File: config.mk
export PLATFORM = sky130hd
export DESIGN_NAME = noise_channel_ctrl
export DESIGN_NICKNAME = d
export VERILOG_FILES = /design/src/rtl/noise_channel_ctrl.sv
export SDC_FILE = /design/constraint.sdc
export NUM_CORES = 1
export LEC_CHECK = 0
export CORE_ASPECT_RATIO = 0.8
export CORE_MARGIN = 2
export CORE_UTILIZATION = 30
export CTS_CLUSTER_SIZE = 24
export DETAILED_ROUTE_END_ITERATION = 7
export PLACE_DENSITY_LB_ADDON = 0.15
export SLEW_MARGIN = 30
export SYNTH_ARGS = -nofsm -noshare
export SYNTH_HDL_FRONTEND = slang
export SYNTH_SLANG_ARGS = --single-unit
export TNS_END_PERCENT = 5
File: constraint.sdc
create_clock -name clk -period 3 [get_ports clk]
set_input_delay 0.45 -clock clk [delete_from_list [all_inputs] [get_ports clk]]
set_output_delay 0.45 -clock clk [all_outputs]
set_load 0.02 [all_outputs]
File: src/rtl/noise_channel_ctrl.sv
// Noisy-channel sequencer: per frame, XORs LFSR-derived 2-bit noise into the
// encoded symbol stream and counts the injected bit errors (optionally capped).
module noise_channel_ctrl #(
    parameter int FRAME_LEN = 64,
    parameter int CNT_W     = 8,
    parameter int MAX_ERR   = 255
) (
    input  logic             clk,
    input  logic             rst,
    input  logic             start,
    input  logic [7:0]       err_level,
    input  logic [7:0]       seed,
    input  logic [1:0]       in_sym,
    input  logic             in_valid,
    output logic             in_ready,
    output logic [1:0]       out_sym,
    output logic [1:0]       out_noise,
    output logic             out_valid,
    input  logic             out_ready,
    output logic             busy,
    output logic             frame_done,
    output logic [CNT_W-1:0] bit_err_cnt
);

    typedef enum logic [1:0] {IDLE, RUN, DRAIN, DONE} state_t;

    state_t           state_reg, state_next;
    logic [7:0]       lfsr_reg;
    logic [7:0]       err_level_reg;
    logic [CNT_W-1:0] sym_cnt_reg;
    logic [CNT_W-1:0] bit_err_cnt_reg;
    logic [1:0]       out_sym_reg;
    logic [1:0]       out_noise_reg;
    logic             out_valid_reg;

    logic             start_take;
    logic             accept;
    logic             last_sym;
    logic [1:0]       raw_noise;
    logic [1:0]       noise;
    logic [1:0]       raw_pop;
    logic [1:0]       noise_pop;
    logic [CNT_W:0]   err_sum;
    logic             cap_hit;
    logic [7:0]       lfsr_step;

    assign start_take = (state_reg == IDLE) && start;
    assign in_ready   = (state_reg == RUN) && (sym_cnt_reg < CNT_W'(FRAME_LEN))
                        && (!out_valid_reg || out_ready);
    assign accept     = in_valid && in_ready;
    assign last_sym   = (sym_cnt_reg == CNT_W'(FRAME_LEN - 1));

    // Noise decision: threshold compare, then all-or-nothing cap on the frame's error budget.
    assign raw_noise  = (lfsr_reg < err_level_reg) ? lfsr_reg[1:0] : 2'b00;
    assign raw_pop    = {1'b0, raw_noise[1]} + {1'b0, raw_noise[0]};
    assign err_sum    = {1'b0, bit_err_cnt_reg} + (CNT_W+1)'(raw_pop);
    assign cap_hit    = (MAX_ERR != 0) && (err_sum > (CNT_W+1)'(MAX_ERR));
    assign noise      = cap_hit ? 2'b00 : raw_noise;
    assign noise_pop  = {1'b0, noise[1]} + {1'b0, noise[0]};
    assign lfsr_step  = {lfsr_reg[6:0], lfsr_reg[7] ^ lfsr_reg[5] ^ lfsr_reg[4] ^ lfsr_reg[3]};

    always_comb begin
        state_next = state_reg;
        case (state_reg)
            IDLE:    if (start) state_next = RUN;
            RUN:     if (accept && last_sym) state_next = DRAIN;
            DRAIN:   if (!out_valid_reg || out_ready) state_next = DONE;
            DONE:    state_next = IDLE;
            default: state_next = IDLE;
        endcase
    end

    always_ff @(posedge clk) begin
        if (rst) begin
            state_reg       <= IDLE;
            lfsr_reg        <= 8'h01;
            err_level_reg   <= 8'h00;
            sym_cnt_reg     <= '0;
            bit_err_cnt_reg <= '0;
            out_sym_reg     <= 2'b00;
            out_noise_reg   <= 2'b00;
            out_valid_reg   <= 1'b0;
        end else begin
            state_reg <= state_next;
            if (start_take) begin
                err_level_reg   <= err_level;
                lfsr_reg        <= (seed == 8'h00) ? 8'h01 : seed;
                sym_cnt_reg     <= '0;
                bit_err_cnt_reg <= '0;
            end else if (accept) begin
                lfsr_reg        <= lfsr_step;
                sym_cnt_reg     <= sym_cnt_reg + 1'b1;
                bit_err_cnt_reg <= bit_err_cnt_reg + CNT_W'(noise_pop);
            end
            // A new accept overwrites the output register even when it is being drained.
            if (accept) begin
                out_sym_reg   <= in_sym ^ noise;
                out_noise_reg <= noise;
                out_valid_reg <= 1'b1;
            end else if (out_ready) begin
                out_valid_reg <= 1'b0;
            end
        end
    end

    assign out_sym     = out_sym_reg;
    assign out_noise   = out_noise_reg;
    assign out_valid   = out_valid_reg;
    assign busy        = (state_reg == RUN) || (state_reg == DRAIN);
    assign frame_done  = (state_reg == DONE);
    assign bit_err_cnt = bit_err_cnt_reg;

endmodule
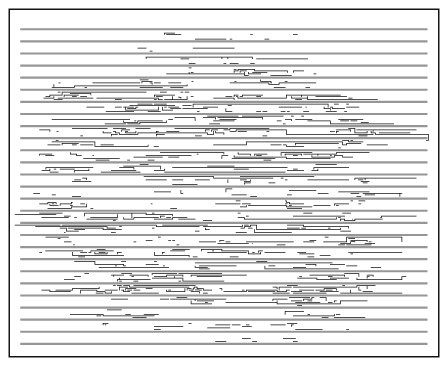
**Above:** M1 wires.
Supply wires on this layer in gray.
longest straight run	30.8 um
share of all routed wire	51%
via count: 1791
total wire length after detailed routing: 4780 um
GR Layer Usage met1: 0.196

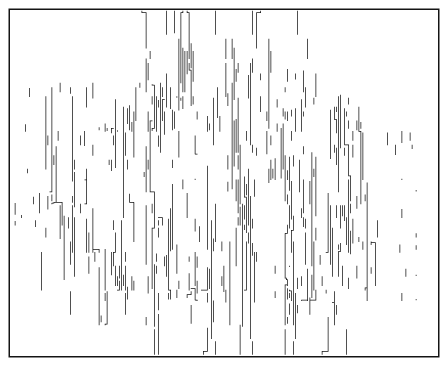
**Above:** M2 wires.
wire length on this layer	2040 um
main direction	vertical
nets with wire on the layer	258
longest straight run	32.0 um
share of all routed wire	43%
GR Layer Usage met2: 0.194

==> results.yml <==
# yosys + openroad results
worst_setup_path:
  path_buffers: 3
  cp.arrival_ps: 3240
  setup.worst_path.end: "bit_err_cnt[4]"
  cp.depth: 19
  cp_top_family: "adder cells"
  timing.critical_path.to_type: "flip-flop"
  crit-reg2reg-capture: "bit_err_cnt[4]"
  worst_reg2reg_path_length_in_cells: 19
  crit_start: "err_level_reg[4]"
  worst_path_max_delay_cell: "fa_2"
  worstSetupStartpointType: "flip-flop"
  crit_chain: "inv_2, ha_4, nor4_4, o21ai_2, a31oi_4, nand3_2, fa_2, inv_2, ha_4, nand2_2, o21a_4, and2_4, nand2_2, fa_2, inv_2, ha_4, nand4_1, xor2_1, nor2_1"
synth:
  yosys_simple_share: 0.242
  post_synth_most_frequent_cells: "nand2_1 (47), dfxtp_1 (39), nor2_1 (24)"
  yosys.area.top_type_share: 0.383
  ys_cells: 247
  postSynthSeqShare: 0.383
  synth.ff_latch_count: 39
  synthArstFlopShare: 0
  ys_chip_area_sq_um: 2040
  post_synthesis_share_of_cell_area_spent_on_and_or_and_or_and_gates: 0.141
  yosys.area.top_type: "dfxtp_1"
  ff_type: "dfxtp_1"
  yosys-mux-area-fraction: 0.00490
  postSynthCellCount: 247
  most_common_cell: "nand2_1"
  synth_warnings: 0
  netlist-cell-type-count: 41
drt:
  met2_length_um: 2040
  postRouteAntennaNets: 0
  detail_route.wirelength.met1_um: 2460
  met3_wirelength_um: 208
placed_design:
  post_dp_cell_area_sq_um: 2630
  placedCellCount: 371
  routabilityCongestion: 0.755
sta:
  timing.max_slew.rel_slack: 0.591
  max_freq_mhz: 326
  hold_slack_ps: 450
  final_setup_violating_endpoints: 4
  rsz0062_at_grt: "yes"
  fin_crit_ps: 3070
  timing_worst_slew_pin_value_ps: 614
  clock-skew-final_ps: 6.47
  slew_violations: 0
  finalHoldViolCount: 0
  worst_slack_ps: -67.5
  setup-tns-final_ps: -191
finish:
  filler_cell_count: 655
  proportion_of_layout_cells_with_a_drive_suffix_above_1: 0.185
  final_design_area_no_fill_sq_um: 2830
  antennaDiodeCount: 0
  final-clk-cell-share: 0.0354
  sh_seq_area: 0.280
  footprint_of_the_multi_input_gates_sq_um: 1260
  buffers_excl_clock: 55
  dominant-cell-class: "combinational gates"
  most-common-layout-cells: "nand2_1 (44), clkdlybuf4s50_1 (38), dfxtp_1 (33), nor2_1 (24), buf_4 (17)"
  lay_top_count: "nand2_1"
  n_sequential_cell: 39
  comb_area_share: 0.444
  layout.cells.non_filler: 382
  utilization: 0.437
global_routing:
  antenna_violations_before_repair: 0
  global_route.peak_usage_layer: "met1"
  first_global_vias: 1653
  largest_net_degree_at_the_start_of_global_routing: 27
power_and_ir_drop:
  pg_clk_w: 0.000404
  max-vdd-ir-drop_mv: 0.471
  powerComb_w: 0.00106
  relative_contribution_of_combinational_cells_to_total_power: 0.497
  internal_power_w: 0.00132
  power.clock.fraction: 0.189
hold_path:
  hold_depth: 2
run_status:
  run_status: "finished, violations left"
  violations_in_the_final_reports: "negative setup slack"
cts:
  cts_hold_buf: 0
  clock_tree_from_tritoncts: "done"
  num_cts_buffers: 5
  cts-root-buf: "clkbuf_8"
  cts-resized-gates: 13
  numClockSinks: 39
  cts_max_level: 2
floorplanning:
  io-pin-count: 39
  floorplan.rows: 26
  dieArea_sq_um: 7480
  design.core.area_sq_um: 6470
  fp_util: 0.315
  die_height_um: 77.8
flow_run:
  number_of_max_cap_violations: 0
